<file path="src/rtl/nand_cpu_pkg.sv">
// Shared branch-predictor types: table entry layout, counter constants
// and the saturating counter update used by the table write path.
package nand_cpu_pkg;

    localparam int BPU_PC_W    = 16;
    localparam int BPU_ENTRIES = 16;
    localparam int BPU_CTR_W   = 2;
    localparam int BPU_GHR_W   = 4;
    localparam int BPU_IDX_W   = $clog2(BPU_ENTRIES);
    localparam int BPU_TAG_W   = BPU_PC_W - BPU_IDX_W;

    localparam logic [BPU_CTR_W-1:0] CTR_WEAK_T  =
        {1'b1, {(BPU_CTR_W-1){1'b0}}};
    localparam logic [BPU_CTR_W-1:0] CTR_WEAK_NT =
        {1'b0, {(BPU_CTR_W-1){1'b1}}};
    localparam logic [BPU_CTR_W-1:0] CTR_ONE     =
        {{(BPU_CTR_W-1){1'b0}}, 1'b1};

    typedef struct packed {
        logic                 valid;
        logic [BPU_TAG_W-1:0] tag;
        logic [BPU_PC_W-1:0]  target;
        logic                 is_jump;
        logic [BPU_CTR_W-1:0] ctr;
    } bpu_entry_t;

    // Counts toward taken/not-taken, sticking at both ends.
    function automatic logic [BPU_CTR_W-1:0] sat_update(
        input logic [BPU_CTR_W-1:0] ctr,
        input logic                 taken
    );
        logic [BPU_CTR_W-1:0] res;
        res = ctr;
        if (taken) begin
            if (!(&ctr)) res = ctr + CTR_ONE;
        end else begin
            if (|ctr) res = ctr - CTR_ONE;
        end
        return res;
    endfunction

endpackage

</file>
<file path="src/rtl/bpu_table.sv">
// Branch target table storage: two combinational read ports (fetch
// lookup, resolve tag check) and one synchronous write port.
// Ports: clk, n_rst, rd_idx/rd_entry, rs_idx/rs_entry, wr_en/wr_idx/wr_entry.
module bpu_table
    import nand_cpu_pkg::*;
#(
    parameter int ENTRIES = BPU_ENTRIES
) (
    input  logic                       clk,
    input  logic                       n_rst,
    input  logic [$clog2(ENTRIES)-1:0] rd_idx,
    output bpu_entry_t                 rd_entry,
    input  logic [$clog2(ENTRIES)-1:0] rs_idx,
    output bpu_entry_t                 rs_entry,
    input  logic                       wr_en,
    input  logic [$clog2(ENTRIES)-1:0] wr_idx,
    input  bpu_entry_t                 wr_entry
);

    bpu_entry_t mem [ENTRIES];

    assign rd_entry = mem[rd_idx];
    assign rs_entry = mem[rs_idx];

    always_ff @(posedge clk or negedge n_rst) begin
        if (!n_rst) begin
            for (int i = 0; i < ENTRIES; i++) begin
                mem[i].valid   <= 1'b0;
                mem[i].tag     <= '0;
                mem[i].target  <= '0;
                mem[i].is_jump <= 1'b0;
                mem[i].ctr     <= CTR_WEAK_NT;
            end
        end else if (wr_en) begin
            mem[wr_idx] <= wr_entry;
        end
    end

endmodule

</file>
<file path="src/rtl/branch_predictor_unit.sv">
// Predict-then-resolve branch control: tagged target table lookup for
// fetch, table update and registered flush/redirect from execute.
// Ports: f_* lookup in, p_* prediction out, r_* resolve in,
// flush/redirect_pc out. Optional gshare indexing: BPU_GSHARE_EN.
module branch_predictor_unit
    import nand_cpu_pkg::*;
#(
    parameter int PC_W    = BPU_PC_W,
    parameter int ENTRIES = BPU_ENTRIES,
    parameter int CTR_W   = BPU_CTR_W,
    parameter int GHR_W   = BPU_GHR_W
) (
    input  logic                       clk,
    input  logic                       n_rst,
    input  logic                       f_valid,
    input  logic [PC_W-1:0]            f_pc,
    output logic                       p_taken,
    output logic [PC_W-1:0]            p_target,
    output logic [$clog2(ENTRIES)-1:0] p_idx,
    input  logic                       r_valid,
    input  logic                       r_branch,
    input  logic                       r_jump,
    input  logic                       r_taken,
    input  logic [PC_W-1:0]            r_pc,
    input  logic [PC_W-1:0]            r_target,
    input  logic                       r_pred_taken,
    input  logic [PC_W-1:0]            r_pred_target,
    input  logic [$clog2(ENTRIES)-1:0] r_idx,
    output logic                       flush,
    output logic [PC_W-1:0]            redirect_pc
);

    localparam int IDX_W = $clog2(ENTRIES);
    localparam logic [PC_W-1:0] PC_ONE = {{(PC_W-1){1'b0}}, 1'b1};

    logic [IDX_W-1:0] l_idx;
    bpu_entry_t       l_ent;
    bpu_entry_t       r_ent;
    bpu_entry_t       w_ent;
    logic             w_en;
    logic             l_hit;
    logic             r_hit;
    logic             upd;
    logic             mispredict;

    assign upd = r_valid & (r_branch | r_jump);

`ifdef BPU_GSHARE_EN
    logic [GHR_W-1:0] ghr;

    assign l_idx = f_pc[IDX_W-1:0] ^ IDX_W'(ghr);

    // History only tracks committed conditional branches.
    always_ff @(posedge clk or negedge n_rst) begin
        if (!n_rst) begin
            ghr <= '0;
        end else if (r_valid && r_branch) begin
            ghr <= {ghr[GHR_W-2:0], r_taken};
        end
    end
`else
    assign l_idx = f_pc[IDX_W-1:0];
`endif

    bpu_table #(
        .ENTRIES (ENTRIES)
    ) u_table (
        .clk      (clk),
        .n_rst    (n_rst),
        .rd_idx   (l_idx),
        .rd_entry (l_ent),
        .rs_idx   (r_idx),
        .rs_entry (r_ent),
        .wr_en    (w_en),
        .wr_idx   (r_idx),
        .wr_entry (w_ent)
    );

    assign l_hit = f_valid & l_ent.valid &
                   (l_ent.tag == f_pc[PC_W-1:IDX_W]);
    assign p_taken  = l_hit & (l_ent.is_jump | l_ent.ctr[CTR_W-1]);
    assign p_target = p_taken ? l_ent.target : f_pc + PC_ONE;
    assign p_idx    = l_idx;

    assign r_hit = r_ent.valid & (r_ent.tag == r_pc[PC_W-1:IDX_W]);

    always_comb begin
        w_en  = 1'b0;
        w_ent = r_ent;
        if (upd) begin
            if (r_hit) begin
                w_en          = 1'b1;
                w_ent.target  = r_target;
                w_ent.is_jump = r_jump;
                if (r_branch) w_ent.ctr = sat_update(r_ent.ctr, r_taken);
            end else if (r_taken) begin
                // Not-taken misses are left out so they cannot evict.
                w_en          = 1'b1;
                w_ent.valid   = 1'b1;
                w_ent.tag     = r_pc[PC_W-1:IDX_W];
                w_ent.target  = r_target;
                w_ent.is_jump = r_jump;
                w_ent.ctr     = CTR_WEAK_T;
            end
        end
    end

    assign mispredict = upd & ((r_pred_taken != r_taken) |
                        (r_taken & (r_pred_target != r_target)));

    always_ff @(posedge clk or negedge n_rst) begin
        if (!n_rst) begin
            flush       <= 1'b0;
            redirect_pc <= '0;
        end else begin
            flush <= mispredict;
            if (mispredict) begin
                redirect_pc <= r_taken ? r_target : r_pc + PC_ONE;
            end
        end
    end

endmodule

</file>
<file path="config.mk">
export PLATFORM = sky130hd
export DESIGN_NAME = branch_predictor_unit
export DESIGN_NICKNAME = d
export VERILOG_FILES = /design/src/rtl/nand_cpu_pkg.sv /design/src/rtl/bpu_table.sv /design/src/rtl/branch_predictor_unit.sv
export SDC_FILE = /design/constraint.sdc
export NUM_CORES = 1
export LEC_CHECK = 0
export CAP_MARGIN = 10
export CORE_ASPECT_RATIO = 1.4
export CORE_MARGIN = 3
export CORE_UTILIZATION = 45
export CTS_CLUSTER_DIAMETER = 100
export DETAILED_ROUTE_END_ITERATION = 16
export PLACE_DENSITY = 0.75
export SLEW_MARGIN = 20
export SYNTH_ARGS = -nofsm -noshare
export SYNTH_HDL_FRONTEND = slang
export SYNTH_SLANG_ARGS = --single-unit
</file>
<file path="constraint.sdc">
create_clock -name clk -period 4.66 [get_ports clk]
set_input_delay 0.932 -clock clk [delete_from_list [all_inputs] [get_ports clk]]
set_output_delay 0.932 -clock clk [all_outputs]
set_load 0.02 [all_outputs]
</file>
==> job_summary.md <==
## Implementation flow summary

| Metric | Value |
|---|---|
| Period Utilization, post-route | 100% |
| Final tally of hold violations | 0 |
| Final tally of setup violations | 6 |
| Setup ws final | -5.20 ps |
| Summed area of non-filler cells in the final layout | 0.0320 mm^2 |
| Critical path peak fanout | 5 |
| Count of unique library cells instantiated by Yosys | between 50 and 60 |
| Biggest consumer | registers |
| Total tool warning count | 30 |
| Instance count on the critical path | 14 |
| TritonRoute pass-1 iters | 5 |
| Number of instances in the synthesized netlist | 1853 |
| Dominant combinational cell family by area after synthesis | multiplexers |
| Endpoint of the most critical register-to-register path | u_table.mem[485] |
| TritonCTS clock tree | built |
| Yosys warning count | 0 |
| Overall Global Routing Usage | 23.7% |
| Post-synthesis sequential element count | ~530 |
| Floorplan Nets | 1931 |
| Post-CTS Hold Fix Bufs | 0 |
| Row count | 106 |
| Outcome | complete, but fails checks |
| GR Util met1 | 28.9% |
| Setup repair after global routing missed its margin | true |
| Final #Nets | 2072 |
| Global-route wire length before repair | 116000 um |
| Most Used Layer, Global Route | met2 |
| Antenna violations before repair | 1 |
| Post-synth tally of flip-flops with integrated enable | 0 |
| Sequential Area | 0.0133 mm^2 |
| Routed wire length per instance | roughly 27 um |
| Registers with the most flip-flops | u_table.mem (512), redirect_pc (16), flush (1) |
| Setup crit start kind | input port |
| Clk network pwr share | 32.6% |
| Worst ir drop on vdd | 0.000262 V |
| Count of instantiated cells in the yosys netlist | 1853 |
| Clock network share of area | under 10% |
| Average vias per placed instance | 6.07 |
| Leak pwr | between 10 and 15 nW |
| Simple logic cell fraction of the synthesized area | under 10% |
| Library cell contributing the largest single delay on the critical path | mux4_2 |
| Relative max-transition margin | between 20% and 30% |
| Routed length on met1 | 28900 um |
| Critical path data arrival time | 3730 ps |
| Violated checks | setup timing |
| Clock root cell | clkbuf_16 |
### Placement view

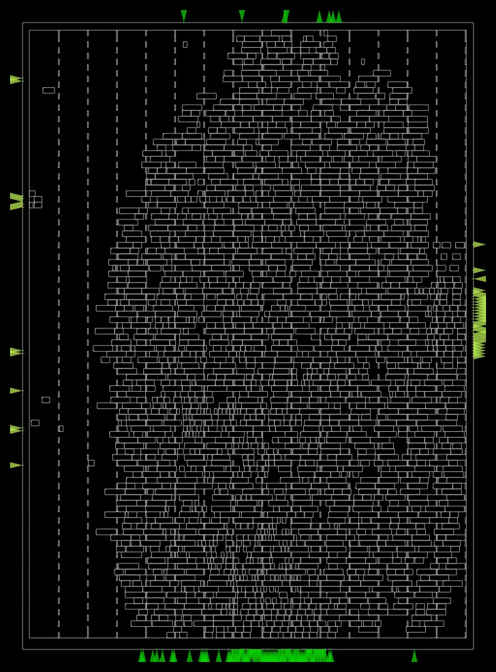
count of filler cells inserted in the layout: 4768
core region area: 0.0598 mm^2

### I/O nets highlighted

Scale: 1 px per um.
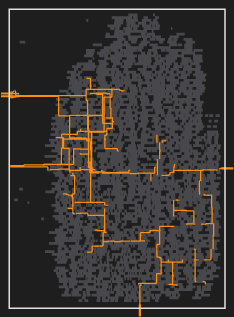
Key: orange = p_idx [direction output, end cells 0, wire 2090 um]

### I/O pins on the die edge

Scale: 1.5 px per um. Pins as bars across the die edge, other pins in gray.
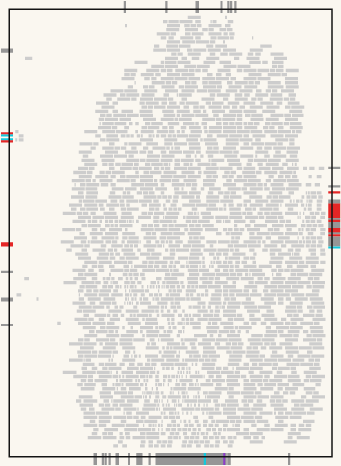
Key: cyan = p_idx [pins 4, direction output, edge 2 left, 1 right, 1 bottom]; red = f_pc [pins 16, direction input, edge 12 right, 4 left]; purple = flush [pins 1, direction output, edge bottom]
All pins by edge: 67 bottom, 27 right, 12 left, 8 top.
PortBufs: 113
DIE WIDTH: 214 um
y dimension of the die: 297 um

### Cell sizes after repair

Scale: 1.5 px per um.
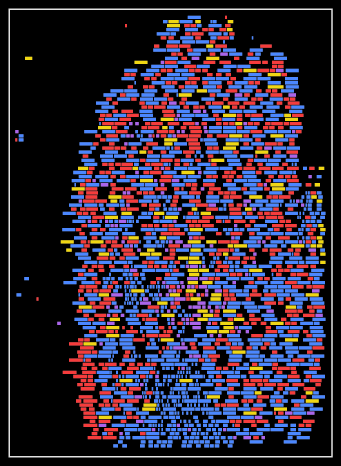
Key: yellow = _6 and larger [cells 127, share 6.2%, most used clkbuf_16]; red = _2 cells [cells 704, share 35%, most used mux2_2]; blue = _0 and _1 cells [cells 1040, share 51%, most used dfrtp_1]; purple = _3 and _4 cells [cells 162, share 8.0%, most used buf_4]

### Gate families picked out

Scale: 1.5 px per um.
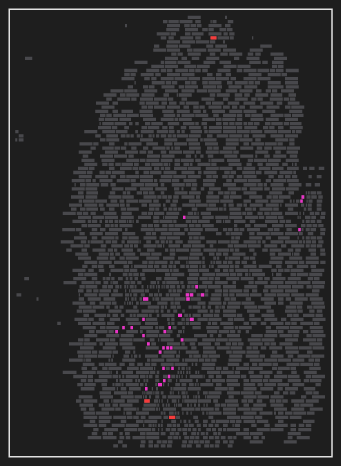
Key: magenta = and/or cells [cells 31]; red = fa/ha/maj cells [cells 3]
count of placed standard cells in the final layout, fillers left out: 2843
most numerous logic cell after layout: dfrtp_1

No activity file was given, so power comes from the tool's default toggle rates.
